Run 1, cell outlines without signal wires:
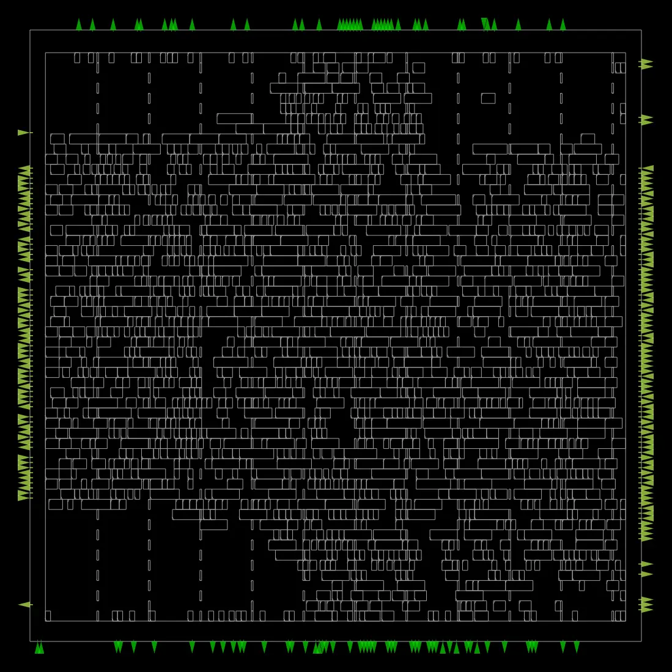
Run 1, routed clock nets over the placement:
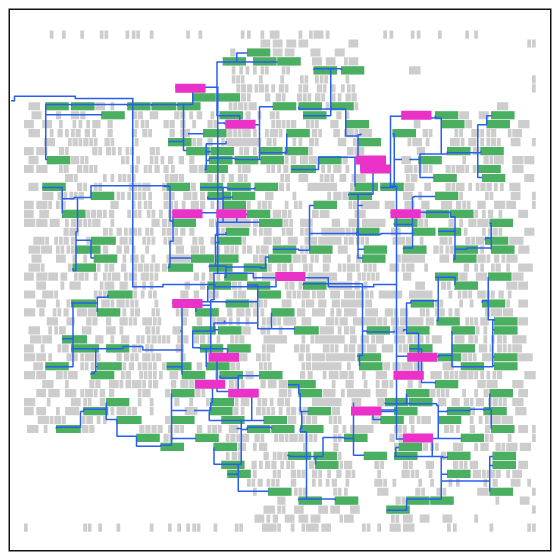
Run 1, signal wires on met4:
The bar under the picture is 50 um long. Supply wires on this layer in grey.
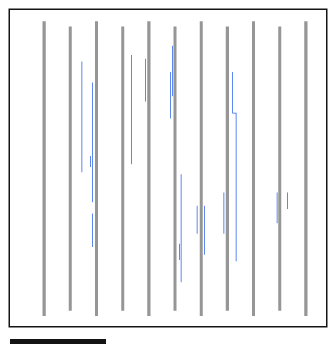
Run 1, wire density map:
The bar under the picture is 50 um long. The die is cut into 33 by 33 equal tiles; dark purple is low, yellow is high, scaled to the fullest tile. Values are wire area over tile area, all layers added.
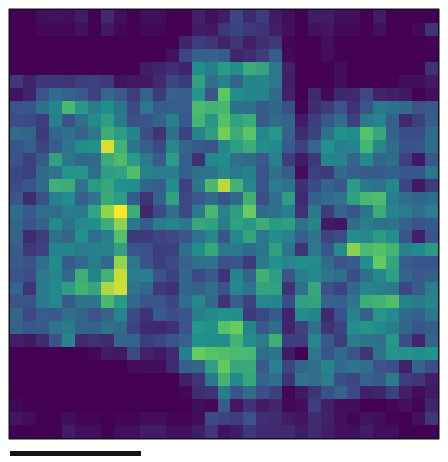
===== src/rtl/riscv_pkg.sv =====
// Shared types and constants for the RISC-V fetch front end.
package riscv_pkg;

   localparam int unsigned XLEN = 32;
   localparam logic [31:0] NOP_INSTR = 32'h0000_0013;

   typedef enum logic [1:0] {
      REQ,
      WAIT,
      HELD,
      DROP
   } fetch_state_t;

   typedef struct packed {
      logic [31:0] pc;
      logic [31:0] instr;
      logic        valid;
   } if_id_t;

   function automatic if_id_t bubble(input logic [31:0] pc);
      return '{pc: pc, instr: NOP_INSTR, valid: 1'b0};
   endfunction

endpackage


===== src/rtl/fetch_unit_if_id_reg.sv =====
// Pipeline register between stages: write-enable hold, flush turns the slot into a NOP bubble.
module if_id_reg
   import riscv_pkg::*;
(
   input  logic   clk,
   input  logic   rst,
   input  logic   we,
   input  logic   flush,
   input  if_id_t d,
   output if_id_t q
);

   if_id_t reg_q, reg_d;

   always_comb begin
      reg_d = reg_q;
      if (flush) begin
         reg_d = bubble(reg_q.pc);
      end else if (we) begin
         reg_d = d;
      end
   end

   always_ff @(posedge clk) begin
      if (rst) begin
         reg_q <= bubble('0);
      end else begin
         reg_q <= reg_d;
      end
   end

   assign q = reg_q;

endmodule


===== src/rtl/fetch_unit.sv =====
// IF stage: PC, single-outstanding imem handshake, stall buffer and IF/ID register.
// Define FETCH_PERF_CNT_EN to add fetch/bubble performance counters.
module fetch_unit #(
   parameter logic [31:0] RESET_PC = 32'h0000_0000,
   parameter int unsigned XLEN     = 32
) (
   input  logic            clk,
   input  logic            rst,
   input  logic            pc_write,
   input  logic            if_id_write,
   input  logic            flush,
   input  logic [XLEN-1:0] jump_target,
   output logic            imem_req,
   output logic [XLEN-1:0] imem_addr,
   input  logic            imem_ready,
   input  logic            imem_rvalid,
   input  logic [XLEN-1:0] imem_rdata,
   output logic [XLEN-1:0] if_id_pc,
   output logic [XLEN-1:0] if_id_instr,
   output logic            if_id_valid,
   output logic            fetch_busy,
   output logic [31:0]     perf_fetch_count,
   output logic [31:0]     perf_bubble_count
);

   import riscv_pkg::*;

   fetch_state_t state_q, state_d;
   logic [31:0]  pc_q, pc_d;
   logic [31:0]  req_pc_q, req_pc_d;
   if_id_t       buf_q, buf_d;
   if_id_t       if_id_d, if_id_q;
   logic         deliver;

   always_comb begin
      state_d  = state_q;
      pc_d     = pc_q;
      req_pc_d = req_pc_q;
      buf_d    = buf_q;
      imem_req = 1'b0;
      deliver  = 1'b0;
      if_id_d  = bubble(if_id_q.pc);

      case (state_q)
         REQ: begin
            imem_req = pc_write & ~flush & ~rst;
            if (imem_req && imem_ready) begin
               req_pc_d = pc_q;
               pc_d     = pc_q + 32'd4;
               state_d  = WAIT;
            end
         end
         WAIT: begin
            if (imem_rvalid) begin
               if (if_id_write) begin
                  deliver = 1'b1;
                  if_id_d = '{pc: req_pc_q, instr: imem_rdata, valid: 1'b1};
                  state_d = REQ;
               end else begin
                  buf_d   = '{pc: req_pc_q, instr: imem_rdata, valid: 1'b1};
                  state_d = HELD;
               end
            end
         end
         HELD: begin
            if (if_id_write && buf_q.valid) begin
               deliver = 1'b1;
               if_id_d = buf_q;
               buf_d   = bubble('0);
               state_d = REQ;
            end
         end
         DROP: begin
            if (imem_rvalid) begin
               state_d = REQ;
            end
         end
         default: state_d = REQ;
      endcase

      // Flush overrides everything; an outstanding response still owed must be swallowed in DROP.
      if (flush) begin
         pc_d    = jump_target & ~32'h3;
         buf_d   = bubble('0);
         deliver = 1'b0;
         if_id_d = bubble(if_id_q.pc);
         state_d = ((state_q == WAIT || state_q == DROP) && !imem_rvalid) ? DROP : REQ;
      end
   end

   always_ff @(posedge clk) begin
      if (rst) begin
         state_q  <= REQ;
         pc_q     <= RESET_PC;
         req_pc_q <= '0;
         buf_q    <= bubble('0);
      end else begin
         state_q  <= state_d;
         pc_q     <= pc_d;
         req_pc_q <= req_pc_d;
         buf_q    <= buf_d;
      end
   end

   if_id_reg u_if_id_reg (
      .clk   (clk),
      .rst   (rst),
      .we    (if_id_write),
      .flush (flush),
      .d     (if_id_d),
      .q     (if_id_q)
   );

   assign imem_addr   = pc_q;
   assign if_id_pc    = if_id_q.pc;
   assign if_id_instr = if_id_q.instr;
   assign if_id_valid = if_id_q.valid;
   assign fetch_busy  = (state_q == WAIT) || (state_q == DROP);

`ifdef FETCH_PERF_CNT_EN
   logic [31:0] fetch_cnt_q, fetch_cnt_d;
   logic [31:0] bubble_cnt_q, bubble_cnt_d;

   always_comb begin
      fetch_cnt_d  = fetch_cnt_q;
      bubble_cnt_d = bubble_cnt_q;
      if (deliver) begin
         fetch_cnt_d = fetch_cnt_q + 32'd1;
      end else if (flush || if_id_write) begin
         bubble_cnt_d = bubble_cnt_q + 32'd1;
      end
   end

   always_ff @(posedge clk) begin
      if (rst) begin
         fetch_cnt_q  <= '0;
         bubble_cnt_q <= '0;
      end else begin
         fetch_cnt_q  <= fetch_cnt_d;
         bubble_cnt_q <= bubble_cnt_d;
      end
   end

   assign perf_fetch_count  = fetch_cnt_q;
   assign perf_bubble_count = bubble_cnt_q;
`else
   assign perf_fetch_count  = '0;
   assign perf_bubble_count = '0;
`endif

endmodule


===== config.mk =====
export PLATFORM = sky130hd
export DESIGN_NAME = fetch_unit
export DESIGN_NICKNAME = d
export VERILOG_FILES = /design/src/rtl/riscv_pkg.sv /design/src/rtl/fetch_unit_if_id_reg.sv /design/src/rtl/fetch_unit.sv
export SDC_FILE = /design/constraint.sdc
export NUM_CORES = 1
export LEC_CHECK = 0
export ABC_AREA = 1
export CORE_MARGIN = 4
export CORE_UTILIZATION = 39
export CTS_CLUSTER_DIAMETER = 30
export DETAILED_ROUTE_END_ITERATION = 12
export PLACE_DENSITY = 0.68
export SLEW_MARGIN = 20
export SYNTH_ARGS = -nofsm -noshare
export SYNTH_HDL_FRONTEND = slang
export SYNTH_HIERARCHICAL = 1
export SYNTH_SLANG_ARGS = --single-unit

===== constraint.sdc =====
create_clock -name clk -period 2.1 [get_ports clk]
set_clock_uncertainty 0.15 [all_clocks]
set_input_delay 0.63 -clock clk [delete_from_list [all_inputs] [get_ports clk]]
set_output_delay 0.63 -clock clk [all_outputs]
set_load 0.01 [all_outputs]

==> impl_metrics.tcl, run 1 <==
# collected from the flow reports
set metrics [dict create \
    maxPowerGroup "sequential cells" \
    hold_depth 2 \
    syn_to_final_growth_pct 31.2 \
    drtAntennaViolNets 0 \
    cts_max_path_buffers 2 \
    clock_cell_area_share_pct 4.94 \
    n_all_inverters 127 \
    first_pass_iters 5 \
    n_clock_buffer 17 \
    p_per_area_nw_per_um2 677 \
    crit_buf_inv 2 \
    irDropWorstVdd_mv 0.537 \
    grt_antenna_before_repair 0 \
    slowest_stage "dfxtp_2" \
    postSynthCellCount 1399 \
    seq_cell_power_mw 3.83 \
    seq-cell-share_pct 30.8 \
    crit_chain "buf_6 -> ha_4 -> or2_4 -> buf_6" \
    finalSetupViolations 4 \
    crit_family "flip-flops" \
    met3_wirelength_mm 2.00 \
    synth_xor_xnor_area_share_pct 0.740 \
    dp_slack_ns -0.694 \
    mux_area_share_pct 0 \
    ys_cells 1399 \
    largest_reg_flops 65 \
    final_cell_mix "nand2_1 (370), dfxtp_1 (174), nor2_1 (152), a21oi_1 (135), inv_1 (115)" \
    path_max_fanout 3 \
    r2r-start "state_q[0]$_SDFFE_PP0P_" \
    startpoint "state_q[1]$_SDFFE_PP0P_" \
    fmaxAchievable_mhz 460 \
    synth_area_um2 9470 \
    min_path_type "reg2reg" \
    grt_util_all_layers_pct 20.1 \
    wl_met2_mm 12.7 \
    maxCapViolCount 0 \
    leakage_nw 5.14 \
    grt_pass1_wl_mm 44.0 \
    comb.multi_input.count 999 \
    seq_area_um2 3830 \
    drive_gt1_share_pct 11.7 \
    fin_crit_sh_pct 103 \
    violations "setup timing" \
    switching_share_pct 28.1 \
    layout.nets 1666 \
    num-fill-cells 2377 \
    fp_util_pct 40.0 \
    r2r_setup_slack_ns -0.01 \
    post_cts_buffers 0 \
    r2r_cells 10 \
    flop_cell "dfxtp_1" \
    critPathMaxStageDelay_ns 0.34 \
    critical_path_class "reg2out" \
    comb_share_pct 37.5 \
    dominant_cells "multi-input combinational cells" \
    ys_area_um2 9470 \
    htree_levels 4 \
    layout_top_cell "nand2_1" \
    dp_hpwl_mm 19.5 \
    combGateArea_um2 4660 \
    intPower_mw 6.05 \
    clock_sinks 190 \
    grt_busiest_layer "met2" \
    die_area_um2 26800 \
    use_met3_pct 3.74 \
    worst_slack_ns -0.0720 \
    globalRouteOverflowTotal 0 \
    arrival_ns 1.39 \
    grt_util_met2_pct 32.0 \
    gp_congestion 0.873 \
    outcome "complete, but fails checks" \
    synth.logic.top_family "simple AND/OR/NAND/NOR gates" \
    p_seq_share_pct 45.5 \
    p_comb_share_pct 14.3 \
    grt_pass1_vias 8663 \
    dp.cells 1884 \
    required_ns 1.32 \
]
Notes on 'cell outlines without signal wires' above:
core area: 23700 um^2
Finished Layout Cells: 1923
tap cells: 319

Notes on 'routed clock nets over the placement' above:
Key: blue = clock wires [length 2240 um]; green = flip-flops [count 190]; magenta = clock drivers [count 17]
Position of the flops: all over the die. There are 18 routed clock nets.
clock share of power: 40.2%
Clock Power: 3.38 mW

Notes on 'signal wires on met4' above:
The layer holds 1.8% of the routed length. The layer carries 517 um of wire. The wires run mostly vertical.
final wirelength: 28.1 mm
routed via count: 9402

Notes on 'wire density map' above:
The fullest tile reaches 0.63. The densest ninth of the die: middle left. The mean over all tiles is 0.17. 16% of the tiles are nearly empty. The emptiest ninth of the die: lower left. 13% of the tiles are over half the peak.

-- run 1: per-stage QoR --
stage               total power [mW]  setup TNS, ns  utilization, %  area [um^2]  hold slack, ns
global route                    8.78          -7.55            52.5        12400           0.325
global placement                5.10         -71.09            49.5        11700           0.291
CTS                             8.46         -0.198            51.8        12300           0.309
detailed placement              5.12         -74.40            49.5        11700           0.299
finish                          8.42         -0.111            52.5        12400           0.307
floorplan                       4.60         -0.479               -         9720           0.287
-- run 1: worst min-delay path by stage --
stage | start | end
finish | u_if_id_reg/q[22]$_SDFFE_PP0P_ | u_if_id_reg/q[22]$_SDFFE_PP0P_
global route | buf_q[17]$_SDFFE_PP0P_ | buf_q[17]$_SDFFE_PP0P_
CTS | u_if_id_reg/q[22]$_SDFFE_PP0P_ | u_if_id_reg/q[22]$_SDFFE_PP0P_
detailed placement | u_if_id_reg/q[2]$_SDFFE_PP1P_ | u_if_id_reg/q[2]$_SDFFE_PP1P_
global placement | u_if_id_reg/q[5]$_SDFFE_PP1P_ | u_if_id_reg/q[5]$_SDFFE_PP1P_
floorplan | req_pc_q[10]$_SDFFE_PP0P_ | req_pc_q[10]$_SDFFE_PP0P_
-- run 1: synth_stat cells (all sizes together), types with 2 or more instances --
cell type / instances / area share (%)
a21oi: 145 / 8.1
clkinv: 2 / 0.079
dfxtp: 190 / 40
inv: 125 / 5.0
xnor2: 3 / 0.28
nor2: 155 / 6.3
or2: 3 / 0.22
a221o: 3 / 0.32
nand2: 383 / 15
o22ai: 3 / 0.20
a22oi: 59 / 4.7
clkbuf: 49 / 1.9
nand3: 73 / 3.9
buf: 99 / 7.1
ha: 6 / 0.79
xor2: 5 / 0.46
a31oi: 6 / 0.40
o21ai: 85 / 4.5
Run 1, where the registers sit:
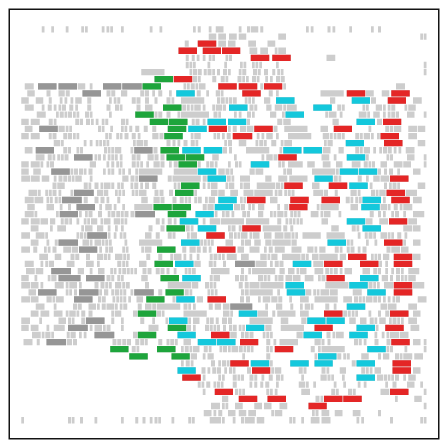

## Run 2: what changed since run 1
--- a/config.mk
+++ b/config.mk
@@ -6,11 +6,12 @@
 export NUM_CORES = 1
 export LEC_CHECK = 0
 export ABC_AREA = 1
+export CAP_MARGIN = 20
 export CORE_MARGIN = 4
 export CORE_UTILIZATION = 39
 export CTS_CLUSTER_DIAMETER = 30
 export DETAILED_ROUTE_END_ITERATION = 12
-export PLACE_DENSITY = 0.68
+export PLACE_DENSITY = 0.78
 export SLEW_MARGIN = 20
 export SYNTH_ARGS = -nofsm -noshare
 export SYNTH_HDL_FRONTEND = slang
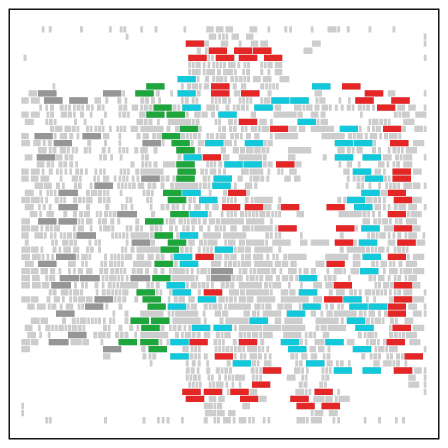
Run 2: where the registers sit
Key: red = `u_if_id_reg/q` [placed flops 65]; cyan = `buf_q` [placed flops 63]; green = `req_pc_q` [placed flops 30]
Another 32 sequential cells are not coloured.
Util after Layout: 53.6%
Seq group: 3.83 mW

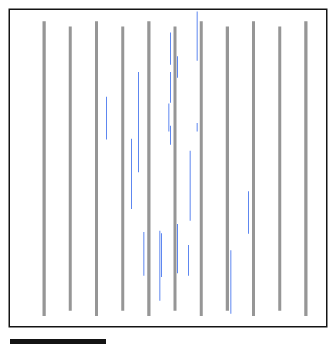
Run 2: signal wires on met4
The bar under the picture is 50 um long. Supply wires on this layer in grey.
The layer carries 418 um of wire. 15 nets have wire on it. The layer holds 1.5% of the routed length.
final wirelength: 28.6 mm
routed via count: 9583

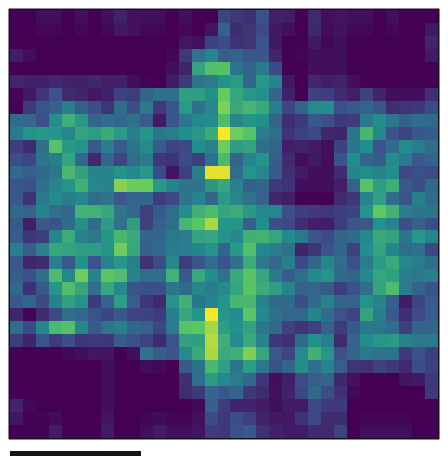
Run 2: wire density map
The bar under the picture is 50 um long. The die is cut into 33 by 33 equal tiles; dark purple is low, yellow is high, scaled to the fullest tile. Values are wire area over tile area, all layers added.
16% of the tiles are over half the peak. 18% of the tiles are nearly empty. The fullest tile reaches 0.64.

==> run 2 against run 1 <==
- the flow still finishes with violations (setup timing)
- power up 0.91%
- clock power about the same
- routed wire length up 1.8%
- die size unchanged
- cell count unchanged
- synthesized cell count unchanged
- critical path depth unchanged
- sequential power about the same
- combinational power up 7%
- hold slack better by 0.00098 ns
- via count up 1.9%
- global-route usage down 0.20 points
- critical path type unchanged
==> impl_metrics.tcl, run 2 <==
# collected from the flow reports
set metrics [dict create \
    outcome "complete, but fails checks" \
    violations "setup timing" \
    met3_wirelength_mm 2.06 \
    leakage_nw 5.38 \
    synth_area_um2 9470 \
    globalRouteOverflowTotal 0 \
    coreArea_um2 23700 \
    topCellsByArea "dfxtp_1 (40%), nand2_1 (15%), a21oi_1 (7.1%)" \
    fin_hold_ws_ns 0.308 \
    grt_antenna_before_repair 0 \
    ys_area_um2 9470 \
    irDropWorstVdd_mv 0.539 \
    fmaxAchievable_mhz 459 \
    finalSetupViolations 14 \
    mux_area_share_pct 0 \
    worst_slack_ns -0.0789 \
    dpl-instance-area_um2 11800 \
    drtAntennaViolNets 0 \
    path_max_fanout 3 \
    first_pass_iters 5 \
    cts_max_path_buffers 2 \
    arrival_ns 1.40 \
    layout.nets 1668 \
    dp_hpwl_mm 19.5 \
    postSynthCellCount 1399 \
    yosys-top-cells-count "nand2_1 (372), dfxtp_1 (190), nor2_1 (153)" \
    wl_met2_mm 13.3 \
    syn_to_final_growth_pct 33.9 \
    final_area_um2 12700 \
    largest_reg_flops 65 \
    synth_xor_xnor_area_share_pct 0.740 \
    p_per_area_nw_per_um2 670 \
    synth.logic.top_family "simple AND/OR/NAND/NOR gates" \
    dp_slack_ns -0.791 \
    yosysMostFrequentCell "nand2_1" \
    maxCapViolCount 0 \
    flop_cell "dfxtp_1" \
]
[run 2: cell counts after synthesis]
No cell type changed its count.
[run 2: logic make-up after synthesis]
| logic type | after synthesis |
|---|---|
| AND/OR/NAND/NOR | 617 |
| AND-OR/OR-AND | 302 |
| buffers and inverters | 275 |
| flip-flops | 190 |
| XOR/XNOR | 8 |
| adder cells (fa/ha/maj) | 6 |
| other | 1 |
[run 2: layout make-up]
class	count	area (um^2)	share of cell area (%)
clock buffer	19	453	3.57
clock inverter	13	163	1.28
inverter	127	487	3.84
multi-input combinational	999	4740	37.4
sequential	190	3820	30.1
tap	319	399	3.15
timing repair buffer	256	2620	20.6
[run 2: where the power goes]
part           total (mW)  internal, mW  switching [mW]
registers            3.83          3.72           0.108
logic                1.28         0.546           0.729
clock network        3.39          1.94            1.45
[run 2: what timing repair did]
action / CTS / global route
endpoints found under the setup margin: 171 / 154
pin swaps: 2 / 20
buffers inserted: 0 / 3
cloned: 0 / 5
gates resized: 110 / 90
[run 2: final timing paths]
path	endpoint	slack, ns	from	depth (start not counted)
hold reg to reg	u_if_id_reg/q[31]$_SDFFE_PP0P_	0.31	u_if_id_reg/q[31]$_SDFFE_PP0P_	2
hold / removal	u_if_id_reg/q[31]$_SDFFE_PP0P_	0.31	u_if_id_reg/q[31]$_SDFFE_PP0P_	2
setup reg to reg	u_if_id_reg/q[57]$_SDFFE_PP0P_	-0.06	state_q[0]$_SDFFE_PP0P_	16
setup / recovery	fetch_busy	-0.08	state_q[1]$_SDFFE_PP0P_	4
[run 2: worst max-delay path, stage by stage, from the launching register on]
cell and delay, ns:
dfxtp_2 0.37, inv_4 0.06, ha_4 0.16, or2_4 0.26, buf_6 0.13
Power figures rest on the tool's default switching activity, not on a simulated workload.
